met4.png
(4 px per micron) Supply wires on this layer in grey.
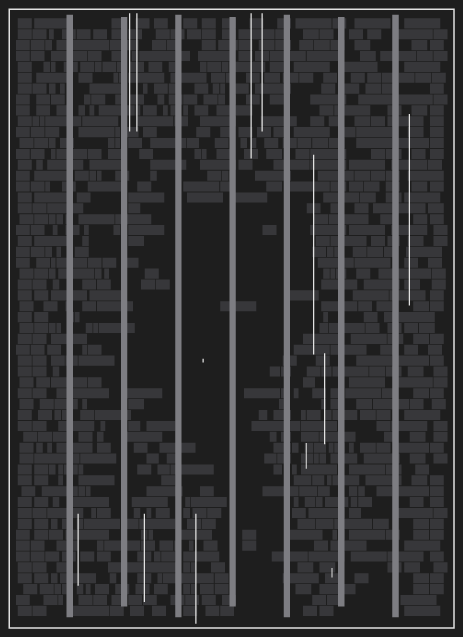
density.png
(2 px per micron) The die is cut into 11 by 15 equal tiles; white is low, dark blue is high, 0 to 100% covered.
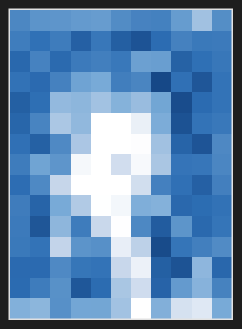
final_clocks.png
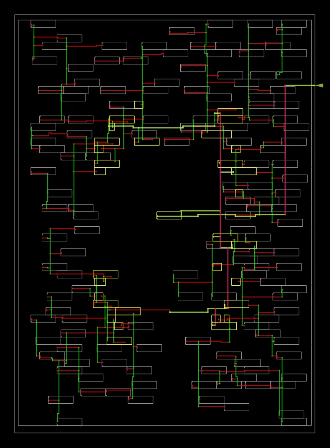
==> config.mk <==
export PLATFORM = sky130hd
export DESIGN_NAME = usbf_csr_arb
export DESIGN_NICKNAME = d
export VERILOG_FILES = /design/src/rtl/usbf_csr_arb.sv
export SDC_FILE = /design/constraint.sdc
export NUM_CORES = 1
export LEC_CHECK = 0
export CAP_MARGIN = 20
export CORE_ASPECT_RATIO = 1.4
export CORE_MARGIN = 1
export CORE_UTILIZATION = 36
export CTS_CLUSTER_SIZE = 40
export DETAILED_ROUTE_END_ITERATION = 12
export GPL_ROUTABILITY_DRIVEN = 0
export PLACE_DENSITY = 0.83
export SKIP_CTS_REPAIR_TIMING = 1
export SLEW_MARGIN = 30
export SYNTH_ARGS = -nofsm -noshare
export SYNTH_HDL_FRONTEND = slang
export SYNTH_SLANG_ARGS = --single-unit
==> constraint.sdc <==
create_clock -name hclk_i -period 4.52 [get_ports hclk_i]
set_input_delay 0.678 -clock hclk_i [delete_from_list [all_inputs] [get_ports hclk_i]]
set_output_delay 0.678 -clock hclk_i [all_outputs]
set_load 0.01 [all_outputs]
==> impl_metrics.tcl <==
# metrics dict for downstream scripts
set metrics [dict create \
    status "completed" \
    dpl.cell_count 956 \
    drive_gt1_frac 0.138 \
    port_buffers 301 \
    synthTopCellsByCount "dfrtp_1 (140), mux2i_1 (69), nand2_1 (66), o21ai_0 (63), mux2_2 (62)" \
    min_period_ns 2.38 \
    yosysTopAreaCell "dfrtp_1" \
    logic_area_sq_mm 0.00228 \
    critPathKind "flop to flop" \
    antenna_found_initial 1 \
    nFillCells 1339 \
    routedWlPerCell_microns 16.2 \
    drv_cap 0 \
    viasPerCell 4.78 \
    top_cells_by_area "dfrtp_1 (59%), mux2_2 (12%), mux2i_1 (12%)" \
    layout_worst_path_cycle_share 0.527 \
    slew_violations 0 \
    fp_util 0.369 \
    arrival_ns 2.67 \
    worstPathRequired_ns 4.81 \
    seq_share 0.361 \
    ys_ff 141 \
    first_iter_violations 161 \
    ir_worst_vdd_mv 0.353 \
    n_all_inverters 9 \
    grt_usage 0.192 \
    clk_path_buf_depth 2 \
    cts_root_buffer "clkbuf_16" \
    n_sequential_cell 141 \
    cts_tree "built" \
    hold_path_depth 2 \
    p_leak_nw 4.26 \
    syn-num-nets 648 \
    netlist_area_sq_mm 0.00596 \
    cp_top_family "buffers and inverters" \
    fmax_mhz 420 \
    hold_viol_final 0 \
    buf_share 0.318 \
    path_max_fanout 30 \
    yosysWarningCount 0 \
    worstMarginPinSlew_ns 0.689 \
    largestClassByArea "sequential cells" \
    drc 0 \
    pin_count 302 \
    critical_path.slowest_cell "dfrtp_1" \
    cp-end-kind "flop" \
    slowest_delay_ns 0.44 \
    synth_async_sr_flop_share 1.00 \
    fin_tns_setup_ns 0 \
    critPathBufInv 2 \
    diodes 0 \
    yosys-stat-cells 476 \
    grt_max_degree 77 \
    synthFlopType "dfrtp_1" \
    yosys.stat.chipArea_sq_mm 0.00596 \
    synthDistinctLibCells 32 \
    finalNonFillerCells 989 \
    synth_cells 476 \
    ff_latch_area_sq_mm 0.00353 \
    top_cell "dfrtp_1" \
    die_w_microns 111 \
    comb.multi_input.count 299 \
    sh_comb_area 0.233 \
    cp.depth 6 \
    ant_nets 0 \
    warnings 30 \
    path_cells "inv_1 > ha_1 > and4bb_2 > nor3b_4 > buf_4 > mux2_2" \
    rsz0062_at_grt "no" \
    area_growth_pct 64.1 \
    tap_cells 199 \
    cts_max_level 4 \
    dp_hpwl_microns 11900 \
    relSlewSlack 0.541 \
    power_w 0.00622 \
    row_count 55 \
    dr.pass1.iters 4 \
    start_kind "flop" \
    r2r_slack_ns 2.14 \
]
Notes on met4.png above:
wire length on this layer	319 microns
nets with wire on the layer	11
share of all routed wire	2.0%
main direction	vertical
longest straight run	49.6 microns
drt total wl: 16000 microns
via count: 4723

Notes on density.png above:
emptiest ninth of the die	centre
tiles over 75% full	22%
nearly empty tiles	7.3%
core occupancy in the finished layout: 0.605
CORE AREA: 0.0162 sq mm

Notes on final_clocks.png above:
clock network power: 0.00137 W
clk_skew: 0.00895 ns
Num Clock Sinks: 141
total CTS buffers: 17
clk_lat worst skew: 0.41 ns

## cell usage in the layout (no fill, tap or decap), types with 2 or more instances in the layout
master	netlist	routed
a22o_1	2	2
buf_12	0	2
buf_4	8	5
clkbuf_16	0	17
clkdlybuf4s50_1	0	301
clkinv_2	0	2
clkinv_4	0	2
dfrtp_1	140	140
ha_1	6	6
inv_1	9	8
inv_6	0	8
inv_8	0	2
mux2_1	2	2
mux2_2	62	62
mux2i_1	69	69
nand2_1	66	66
nor2_1	4	4
nor2b_1	3	3
nor3_1	2	2
o21ai_0	63	62
o21ai_1	6	6
## through the flow
step	util	hold WS, ns	setup WS (ns)	instance area, sq um
floorplan	-	0.504	0.0624	5960
global placement	0.568	0.460	1.85	9190
detailed placement	0.568	0.469	1.73	9190
CTS	0.604	0.483	2.12	9760
global route	0.605	0.501	1.95	9790
finish	0.605	0.475	2.14	9790
## logic make-up after synthesis
family | count (synthesis) | share of synthesized area
AOI/OAI and AO/OA | 79 | 0.0709
muxes | 133 | 0.237
and+or+nand+nor | 81 | 0.0585
buffers and inverters | 36 | 0.0296
adders and majority gates | 6 | 0.0126
DFF | 141 | 0.592
## layer usage
metal  routed length (microns)  GRT usage
met1                      6310      0.222
met4                       318     0.0711
met5                         9          0
met3                      1400     0.0686
met2                      7940      0.327
## where the power goes
part	internal [W]	leakage (nW)	total, W	switching (W)
Combinational	0.00157	2.23	0.00269	0.00112
Clock	0.000777	0.284	0.00137	0.000589
Sequential	0.00184	1.75	0.00217	0.000324
Total	0.00419	4.26	0.00622	0.00203
## tightest hold or removal path, stage by stage (launching register included)
cell,delay (ns)
dfrtp_1,0.34
nand2_1,0.04
o21ai_0,0.06
No activity file was given, so power comes from the tool's default toggle rates.
